File: config.mk
export PLATFORM = sky130hd
export DESIGN_NAME = cache_write_buffer
export DESIGN_NICKNAME = d
export VERILOG_FILES = /design/src/rtl/cache_write_buffer.sv
export SDC_FILE = /design/constraint.sdc
export NUM_CORES = 1
export LEC_CHECK = 0
export ABC_CLOCK_PERIOD_IN_PS = 6350
export CORE_MARGIN = 4
export CORE_UTILIZATION = 56
export CTS_BUF_LIST = sky130_fd_sc_hd__clkbuf_8 sky130_fd_sc_hd__clkbuf_16
export DETAILED_ROUTE_END_ITERATION = 12
export GPL_TIMING_DRIVEN = 0
export PLACE_DENSITY = 0.95
export SLEW_MARGIN = 0
export SYNTH_ARGS = -nofsm -noshare
export SYNTH_HDL_FRONTEND = slang
export SYNTH_SLANG_ARGS = --single-unit
File: constraint.sdc
create_clock -name clk -period 6.35 [get_ports clk]
set_clock_uncertainty 0.2 [all_clocks]
set_input_delay 1.905 -clock clk [delete_from_list [all_inputs] [get_ports clk]]
set_output_delay 1.905 -clock clk [all_outputs]
set_load 0.02 [all_outputs]
File: src/rtl/cache_write_buffer.sv
// Posted-write buffer between the data-cache port and the data RAM mux: single-cycle write acks, in-order drain, ordered reads.
// Optional CACHE_WB_BYPASS_EN lets reads overtake buffered writes to other word addresses.
module cache_write_buffer #(
  parameter int unsigned DEPTH      = 4,
  parameter int unsigned ADDR_WIDTH = 32,
  parameter int unsigned DATA_WIDTH = 32
) (
  input  logic                    clk,
  input  logic                    rst_n,
  input  logic                    up_req_i,
  output logic                    up_gnt_o,
  input  logic [ADDR_WIDTH-1:0]   up_addr_i,
  input  logic                    up_we_i,
  input  logic [DATA_WIDTH/8-1:0] up_be_i,
  input  logic [DATA_WIDTH-1:0]   up_wdata_i,
  output logic                    up_rvalid_o,
  output logic [DATA_WIDTH-1:0]   up_rdata_o,
  output logic                    mem_req_o,
  input  logic                    mem_gnt_i,
  output logic [ADDR_WIDTH-1:0]   mem_addr_o,
  output logic                    mem_we_o,
  output logic [DATA_WIDTH/8-1:0] mem_be_o,
  output logic [DATA_WIDTH-1:0]   mem_wdata_o,
  input  logic                    mem_rvalid_i,
  input  logic [DATA_WIDTH-1:0]   mem_rdata_i,
  output logic                    wb_empty_o
);

  localparam int unsigned BE_WIDTH = DATA_WIDTH / 8;
  localparam int unsigned PTR_W    = $clog2(DEPTH);
  localparam int unsigned CNT_W    = PTR_W + 1;

  typedef enum logic [1:0] {IDLE, RD_WAIT, WR_WAIT} state_t;

  state_t                  state;
  logic [PTR_W-1:0]        head;
  logic [PTR_W-1:0]        tail;
  logic [CNT_W-1:0]        count;
  logic                    wr_ack;
  logic [ADDR_WIDTH-1:0]   addr_mem [DEPTH];
  logic [BE_WIDTH-1:0]     be_mem   [DEPTH];
  logic [DATA_WIDTH-1:0]   data_mem [DEPTH];

  logic buf_empty;
  logic buf_full;
  logic wr_gnt;
  logic rd_pending;
  logic rd_eligible;
  logic rd_sel;
  logic wr_sel;
  logic push;
  logic pop;
  logic rd_resp;

  assign buf_empty  = (count == '0);
  assign buf_full   = (count == CNT_W'(DEPTH));
  assign wr_gnt     = up_req_i & up_we_i & ~buf_full;
  assign rd_pending = up_req_i & ~up_we_i;

`ifdef CACHE_WB_BYPASS_EN
  logic             addr_hit;
  logic [PTR_W-1:0] off;
  logic             wr_hold;

  always_comb begin
    addr_hit = 1'b0;
    off      = '0;
    for (int unsigned i = 0; i < DEPTH; i++) begin
      off = PTR_W'(i) - head;
      if ((CNT_W'(off) < count) &&
          (addr_mem[i][ADDR_WIDTH-1:2] == up_addr_i[ADDR_WIDTH-1:2]))
        addr_hit = 1'b1;
    end
  end

  // A head write already presented but not yet granted keeps the port, so mem_* stay stable.
  always_ff @(posedge clk) begin
    if (!rst_n) wr_hold <= 1'b0;
    else        wr_hold <= wr_sel & ~mem_gnt_i;
  end

  assign rd_eligible = (state == IDLE) & ~addr_hit & ~wr_hold;
`else
  assign rd_eligible = (state == IDLE) & buf_empty;
`endif

  assign rd_sel  = rd_pending & rd_eligible;
  assign wr_sel  = (state == IDLE) & ~rd_sel & ~buf_empty;
  assign push    = wr_gnt;
  assign pop     = wr_sel & mem_gnt_i;
  assign rd_resp = (state == RD_WAIT) & mem_rvalid_i;

  assign up_gnt_o    = wr_gnt | (rd_sel & mem_gnt_i);
  assign up_rvalid_o = wr_ack | rd_resp;
  assign up_rdata_o  = rd_resp ? mem_rdata_i : '0;
  assign wb_empty_o  = buf_empty & (state != WR_WAIT);

  always_comb begin
    mem_req_o   = 1'b0;
    mem_addr_o  = '0;
    mem_we_o    = 1'b0;
    mem_be_o    = '0;
    mem_wdata_o = '0;
    if (rd_sel) begin
      mem_req_o  = 1'b1;
      mem_addr_o = up_addr_i;
      mem_be_o   = up_be_i;
    end else if (wr_sel) begin
      mem_req_o   = 1'b1;
      mem_we_o    = 1'b1;
      mem_addr_o  = addr_mem[head];
      mem_be_o    = be_mem[head];
      mem_wdata_o = data_mem[head];
    end
  end

  always_ff @(posedge clk) begin
    if (!rst_n) begin
      state  <= IDLE;
      head   <= '0;
      tail   <= '0;
      count  <= '0;
      wr_ack <= 1'b0;
    end else begin
      wr_ack <= wr_gnt;
      if (push) tail <= tail + PTR_W'(1);
      if (pop)  head <= head + PTR_W'(1);
      case ({push, pop})
        2'b10:   count <= count + CNT_W'(1);
        2'b01:   count <= count - CNT_W'(1);
        default: count <= count;
      endcase
      unique case (state)
        IDLE: begin
          if (rd_sel && mem_gnt_i) state <= RD_WAIT;
          else if (pop)            state <= WR_WAIT;
        end
        RD_WAIT: if (mem_rvalid_i) state <= IDLE;
        WR_WAIT: if (mem_rvalid_i) state <= IDLE;
        default: state <= IDLE;
      endcase
    end
  end

  always_ff @(posedge clk) begin
    if (push) begin
      addr_mem[tail] <= up_addr_i;
      be_mem[tail]   <= up_be_i;
      data_mem[tail] <= up_wdata_i;
    end
  end

endmodule
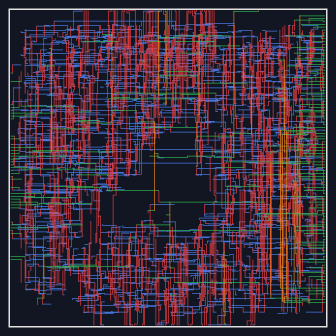
(run_1/wires.png)
metal 3: in green, wire length 2200 um. metal 1: in blue, wire length 9250 um. metal 2: in red, wire length 13500 um. metal 4: in orange, wire length 1110 um.
Via Count: 6319
GRT Total Usage: 23.0%

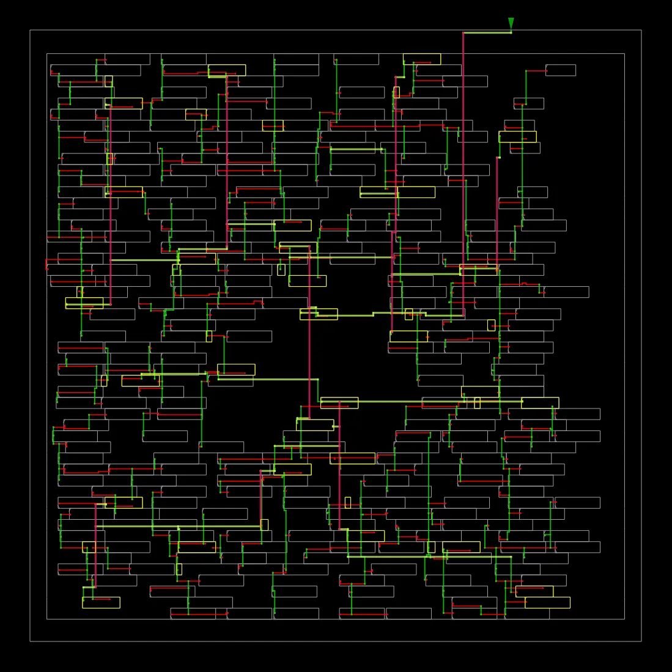
(run_1/clocks.png)
Seq Cell Count: 284
CTS buffer count: 27
clock distribution power: 1550 uW
clock sink total: 284

==> flow_summary.html, run 1 <==
<h3>Flow metrics</h3>
<table>
<tr><th>Metric</th><th>Value</th></tr>
<tr><th colspan="2">Timing</th></tr>
<tr><td>Final critical path time including I/O delays and setup</td><td>6.07 ns</td></tr>
<tr><td>Max-Slew Margin vs Limit</td><td>48.0%</td></tr>
<tr><td>Number of failing setup endpoints in the final timing report</td><td>0</td></tr>
<tr><td>Final setup margin</td><td>0.284 ns</td></tr>
<tr><th colspan="2">Finish</th></tr>
<tr><td>Most used cells in the layout excluding fill and tap cells</td><td>272 x sky130_fd_sc_hd__edfxtp_1, 210 x sky130_fd_sc_hd__clkdlybuf4s50_1, 68 x sky130_fd_sc_hd__mux4_2, 38 x sky130_fd_sc_hd__and2_1, 36 x sky130_fd_sc_hd__a22o_1</td></tr>
<tr><td>Number of fill cells</td><td>1134</td></tr>
<tr><td>Layout Area Growth over Synthesis</td><td>30.2%</td></tr>
<tr><th colspan="2">Die</th></tr>
<tr><td>Die X-Extent</td><td>150 um</td></tr>
<tr><td>Effective utilization at floorplan</td><td>57.4%</td></tr>
<tr><td>Placeable core region</td><td>19700 um^2</td></tr>
<tr><th colspan="2">Synth</th></tr>
<tr><td>Post-Synthesis Net Count</td><td>664</td></tr>
<tr><td>Post-synthesis cell type count</td><td>34</td></tr>
<tr><td>Ys cells</td><td>549</td></tr>
<tr><td>Top logic family</td><td>multiplexers</td></tr>
<tr><td>Post-Synth Simple-Gate Area</td><td>5.13%</td></tr>
<tr><th colspan="2">Global route</th></tr>
<tr><td>Gr busiest metal</td><td>met2</td></tr>
<tr><td>Remaining global-route overflow</td><td>0</td></tr>
<tr><td>First-pass GRT wire length</td><td>38.9 mm</td></tr>
<tr><td>Number of global-route vias before repair</td><td>6817</td></tr>
<tr><th colspan="2">Detailed routing</th></tr>
<tr><td>Total Routed Length</td><td>26.0 mm</td></tr>
<tr><td>Count of TritonRoute iterations in the first routing pass</td><td>5</td></tr>
<tr><td>ANT nets after route</td><td>0</td></tr>
<tr><td>DRC Markers</td><td>0</td></tr>
<tr><th colspan="2">Worst setup path</th></tr>
<tr><td>Count of buffer and inverter cells on the critical path</td><td>4</td></tr>
<tr><td>Crit path launch type</td><td>primary input</td></tr>
<tr><td>Startpoint-to-endpoint class of the critical path</td><td>primary input to output pin</td></tr>
<tr><td>Worst reg2reg path depth</td><td>11</td></tr>
<tr><td>Worst setup slack for register-to-register paths</td><td>3.12 ns</td></tr>
<tr><td>Reg-to-reg critical path startpoint</td><td>state[0]$_SDFFE_PN0P_</td></tr>
<tr><th colspan="2">Power</th></tr>
<tr><td>Power in combinational cells</td><td>2250 uW</td></tr>
<tr><td>Share of power burned in the clock network</td><td>25.9%</td></tr>
<tr><td>Static leakage</td><td>0.00490 uW</td></tr>
<tr><td>Pwr/cell area</td><td>406 nW/um^2</td></tr>
<tr><th colspan="2">Run status</th></tr>
<tr><td>Result of the run</td><td>completed</td></tr>
<tr><th colspan="2">Placement</th></tr>
<tr><td>Routability-driven placement congestion ratio</td><td>0.770</td></tr>
<tr><td>Placed wire-length estimate after detailed placement</td><td>17.2 mm</td></tr>
<tr><th colspan="2">Worst hold path</th></tr>
<tr><td>Hold Path Stages</td><td>2</td></tr>
<tr><th colspan="2">Clock network</th></tr>
<tr><td>Max clock buf depth</td><td>3</td></tr>
</table>
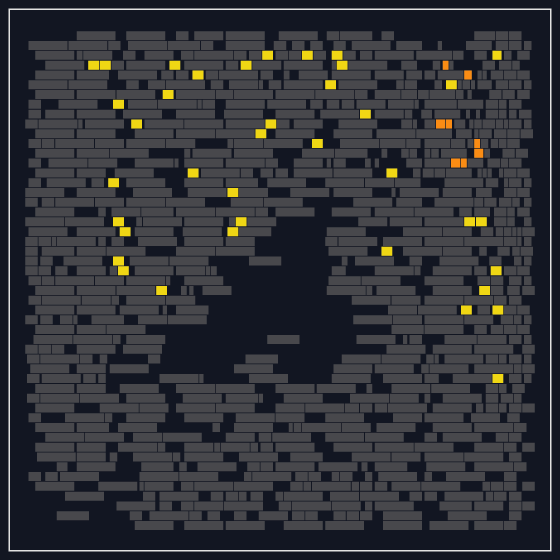
(run_1/logic_types.png)
inverting AOI/OAI gates: in orange, cells 8, where top right. AND-OR and OR-AND gates: in yellow, cells 38.
final std cells w/o fill: 1078
multi-input combinational area share: 18.2%
leading cell type in the layout, fill and taps excluded: sky130_fd_sc_hd__edfxtp_1

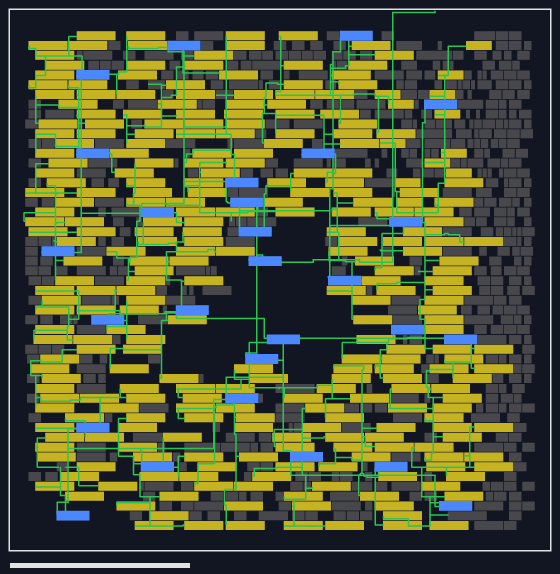
(run_1/clk_routes.png)
Scale bar: 50 um.
flip-flops: in yellow, count 284. clock wires: in green, length 2990 um. clock drivers: in blue, count 27.
There are 28 routed clock nets. Position of the flops: all over the die.

-- run 1: synth_stat cells (all sizes together) --
cell	number
nor3	1
and3	32
nor3b	1
a21o	1
or2	1
a21boi	2
xor2	1
mux2i	1
a31oi	1
o21ai	3
ha	8
a21oi	1
inv	8
o31a	1
and2	42
nor2b	4
nand2	5
clkbuf	19
xnor2	4
nand2b	1
o211ai	1
or3	2
fa	1
buf	16
dfxtp	12
edfxtp	272
a22o	36
mux4	68
nor2	1
nand3	3
-- run 1: stage by stage --
stage / total power (uW) / utilization, % / std cells / hold WS (ns) / area [um^2]
finish: 5970 / 74.7 / 1078 / 0.331 / 14700
global route: 6230 / 74.7 / 1078 / 0.364 / 14700
CTS: 6020 / 74.7 / 1076 / 0.330 / 14700
detailed placement: 4460 / 70.3 / 1028 / 0.321 / 13800
global placement: 4410 / 69.8 / 1024 / 0.312 / 13700
floorplan: 3500 / - / 549 / 0.285 / 11300
-- run 1: registers in the layout (all words and copies together) (netlist names), named ones only --
register,cells
data_mem,128
tail,2
be_mem,16
state,2
addr_mem,128
head,2
count,3
wr_ack,1
-- run 1: worst reg2reg max path, delay by kind of cell (launching register included) --
family          cells  cell delay (ns)
compound gates      2             0.31
xor+xnor            1             0.16
fa+ha+maj           3             0.80
simple gates        2             0.61
flops               1             0.33
buf+inv             3             0.74
-- run 1: cell type report --
class | instances | area, um^2 | share of cell area [%]
clock buffers | 30 | 728 | 4.96
clock inverters | 18 | 134 | 0.911
diodes | 2 | 5.00 | 0.0341
multi-input cells | 222 | 2680 | 18.2
flip-flops and latches | 284 | 8410 | 57.2
well taps | 265 | 332 | 2.26
inverters | 8 | 30.0 | 0.204
repair buffers | 214 | 2200 | 15.0
plain buffers | 35 | 181 | 1.23
==> run_1/io_fan.png <==
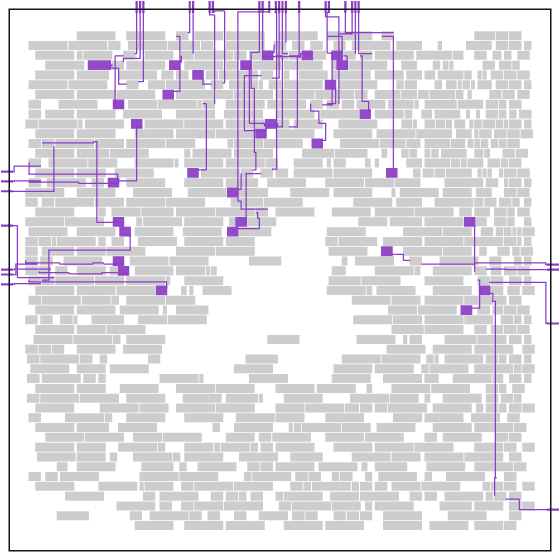

==> run 2: changes to the inputs <==
Settings changed: CTS_CLUSTER_SIZE set to 12.
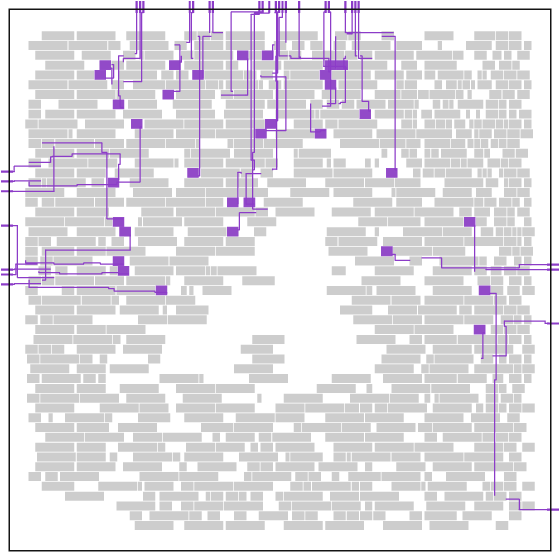
(run_2/io_fan.png)
mem_addr_o: in purple, bits 32, direction output, end cells 32, buffers 32, wire 1310 um.

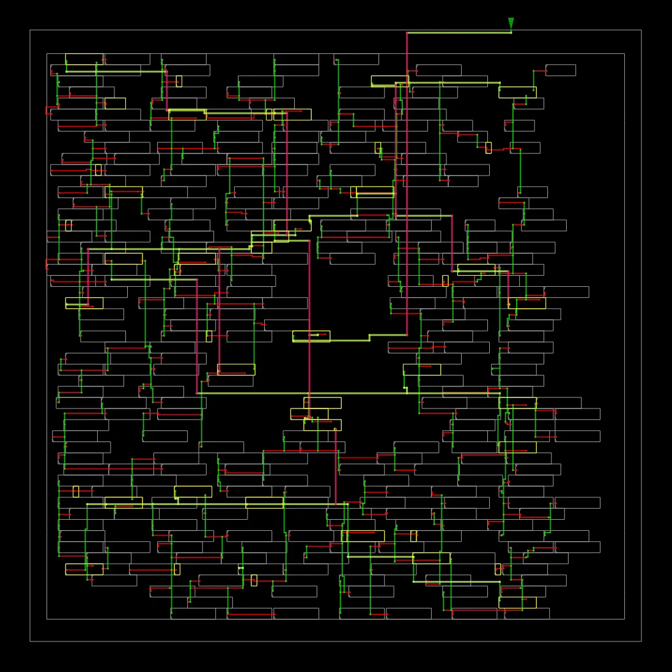
(run_2/clocks.png)
CTS buffer count: 28
worst-skew pair later-pin latency: 0.53 ns
clock distribution power: 1460 uW
final-layout clock buffer total: 31

==> run 2 against run 1 <==
Sequential power barely moved. Synthesized cell count did not move. Critical path depth did not move. Sequential cell count did not move. Core utilization fell by 0.25 points. Critical path type unchanged.
==> flow_summary.html, run 2 <==
<h3>Flow metrics</h3>
<table>
<tr><th>Metric</th><th>Value</th></tr>
<tr><th colspan="2">Finish</th></tr>
<tr><td>Combinational cell area excluding buffers and inverters</td><td>2680 um^2 (unchanged)</td></tr>
<tr><td>Most used cells in the layout excluding fill and tap cells</td><td>272 x sky130_fd_sc_hd__edfxtp_1, 210 x sky130_fd_sc_hd__clkdlybuf4s50_1, 68 x sky130_fd_sc_hd__mux4_2, 38 x sky130_fd_sc_hd__and2_1, 36 x sky130_fd_sc_hd__a22o_1</td></tr>
<tr><td>Summed area of non-filler cells in the final layout</td><td>14600 um^2 (-0.33%)</td></tr>
<tr><td>Layout Area Growth over Synthesis</td><td>29.7%</td></tr>
<tr><td>Area used by sequential logic in the layout</td><td>8410 um^2 (unchanged)</td></tr>
<tr><td>Number of fill cells</td><td>1126 (-0.71%)</td></tr>
<tr><th colspan="2">Detailed routing</th></tr>
<tr><td>Via Count</td><td>6397 (+1.2%)</td></tr>
<tr><td>Post-DR wirelength/cell</td><td>24.5 um</td></tr>
<tr><td>ANT nets after route</td><td>0 (unchanged)</td></tr>
<tr><td>Count of TritonRoute iterations in the first routing pass</td><td>5 (unchanged)</td></tr>
<tr><td>DRC Markers</td><td>0 (unchanged)</td></tr>
<tr><th colspan="2">Timing</th></tr>
<tr><td>F_max</td><td>0.165 GHz</td></tr>
<tr><td>Number of failing setup endpoints in the final timing report</td><td>0 (unchanged)</td></tr>
<tr><td>Max-Slew Margin vs Limit</td><td>46.4% (-1.5 points)</td></tr>
<tr><td>Final critical path time including I/O delays and setup</td><td>6.06 ns (-0.000940 ns)</td></tr>
<tr><th colspan="2">Synth</th></tr>
<tr><td>Chip area in the Yosys report</td><td>11300 um^2</td></tr>
<tr><td>Post-synthesis cell type count</td><td>34 (unchanged)</td></tr>
<tr><td>Biggest area cells</td><td>sky130_fd_sc_hd__edfxtp_1 72%, sky130_fd_sc_hd__mux4_2 14%, sky130_fd_sc_hd__a22o_1 2.8%, sky130_fd_sc_hd__and2_1 2.3%, sky130_fd_sc_hd__dfxtp_1 2.1%</td></tr>
<tr><td>Number of flops mapped to enable cells by yosys</td><td>272 (unchanged)</td></tr>
<tr><td>Fraction of post-synthesis cell area in the top cell type by area</td><td>72.4%</td></tr>
<tr><td>Most common reg cell</td><td>sky130_fd_sc_hd__edfxtp_1</td></tr>
<tr><td>Ys cells</td><td>549 (unchanged)</td></tr>
<tr><td>Cell types with the highest counts after synthesis</td><td>272 x sky130_fd_sc_hd__edfxtp_1, 68 x sky130_fd_sc_hd__mux4_2, 42 x sky130_fd_sc_hd__and2_1</td></tr>
<tr><td>Post-Synthesis Net Count</td><td>664 (unchanged)</td></tr>
<tr><td>Total of flip-flops plus latches after synthesis</td><td>284</td></tr>
<tr><td>Post-synth ARST share</td><td>0% (unchanged)</td></tr>
<tr><td>Part of the Yosys area used for sequential elements</td><td>74.5%</td></tr>
<tr><th colspan="2">Placement</th></tr>
<tr><td>Routability-driven placement congestion ratio</td><td>0.770 (unchanged)</td></tr>
<tr><td>Post-place instance area</td><td>13800 um^2 (unchanged)</td></tr>
<tr><td>Placed wire-length estimate after detailed placement</td><td>17.2 mm (unchanged)</td></tr>
<tr><th colspan="2">Global route</th></tr>
<tr><td>First-pass GRT wire length</td><td>39.2 mm (+0.76%)</td></tr>
<tr><td>Remaining global-route overflow</td><td>0 (unchanged)</td></tr>
<tr><td>Number of global-route vias before repair</td><td>6828 (+0.16%)</td></tr>
<tr><td>GRT Total Usage</td><td>23.3% (+0.31 points)</td></tr>
<tr><th colspan="2">Power</th></tr>
<tr><td>Static leakage</td><td>0.00489 uW (-0.25%)</td></tr>
<tr><td>Pwr/cell area</td><td>402 nW/um^2 (-0.96%)</td></tr>
<tr><th colspan="2">Worst setup path</th></tr>
<tr><td>Worst reg2reg path depth</td><td>11 (unchanged)</td></tr>
<tr><td>Reg-to-reg critical path startpoint</td><td>state[0]$_SDFFE_PN0P_</td></tr>
<tr><td>Startpoint-to-endpoint class of the critical path</td><td>primary input to output pin</td></tr>
<tr><td>Crit path launch type</td><td>primary input</td></tr>
<tr><td>Worst setup slack for register-to-register paths</td><td>3.13 ns (about the same)</td></tr>
<tr><th colspan="2">Die</th></tr>
<tr><td>Placeable core region</td><td>19700 um^2 (unchanged)</td></tr>
<tr><td>Die X-Extent</td><td>150 um (unchanged)</td></tr>
<tr><td>Effective utilization at floorplan</td><td>57.4% (unchanged)</td></tr>
<tr><th colspan="2">Worst hold path</th></tr>
<tr><td>Min-Delay Startpoint</td><td>state[0]$_SDFFE_PN0P_</td></tr>
<tr><td>Hold Path Stages</td><td>2 (unchanged)</td></tr>
<tr><th colspan="2">Clock network</th></tr>
<tr><td>Max clock buf depth</td><td>3 (unchanged)</td></tr>
<tr><td>CTS H-tree lvls</td><td>1</td></tr>
<tr><td>Clock sink total</td><td>284 (unchanged)</td></tr>
<tr><th colspan="2">Run status</th></tr>
<tr><td>Result of the run</td><td>completed</td></tr>
</table>
[run 2: cell counts after synthesis]
No cell type changed its count.
[run 2: final cells by class]
cell class / instances / area share [%]
antenna: 2 / 0.0342
buffer: 35 / 1.24
clock buffer: 31 / 5.14
clock inverter: 16 / 0.410
inverter: 8 / 0.205
multi-input combinational: 222 / 18.3
sequential: 284 / 57.4
tap: 265 / 2.26
timing repair buffer: 214 / 15.0
[run 2: logic make-up (layout without fill, tap and decap cells)]
group	Yosys count	in the layout	synth area share [%]
compound gates	46	46	3.37
fa+ha+maj	9	9	1.06
buf+inv	43	304	1.87
flops	284	284	74.5
other cells	0	2	0
simple gates	93	93	5.13
mux	69	69	13.7
xor+xnor	5	5	0.388
[run 2: power by group]
part	leakage, uW	switching [uW]	internal (uW)
sequential	0.00257	29.4	2140
combinational	0.00188	1170	1090
clock	0.000442	631	833
[run 2: layer usage]
metal	track usage, %	vias up	share of wire [%]
met1	28.9	3260	36
li1	-	2746	-
met3	5.33	59	9.1
met4	11.1	0	4.6
met2	39.2	332	50
met5	0	-	0
[run 2: worst max-delay path: cells and delay by family]
| kind | cells | cell delay [ns] |
|---|---|---|
| buffers and inverters | 4 | 1.52 |
| and+or+nand+nor | 2 | 0.37 |
| AOI/OAI and AO/OA | 1 | 0.16 |
[run 2: through the flow]
step           setup slack (ns)  power [uW]  utilization (%)  std cells  hold slack [ns]
3_5_place_dp              0.288        4460             70.3       1028            0.321
4_1_cts                   0.273        5940             74.5       1075            0.329
3_3_place_gp            -0.0469        4410             69.8       1024            0.312
5_1_grt                   0.194        6150             74.5       1077            0.363
2_1_floorplan              1.63        3500                -        549            0.285
6_report                  0.285        5890             74.5       1077            0.329
Power is estimated from default activity; no workload was simulated.
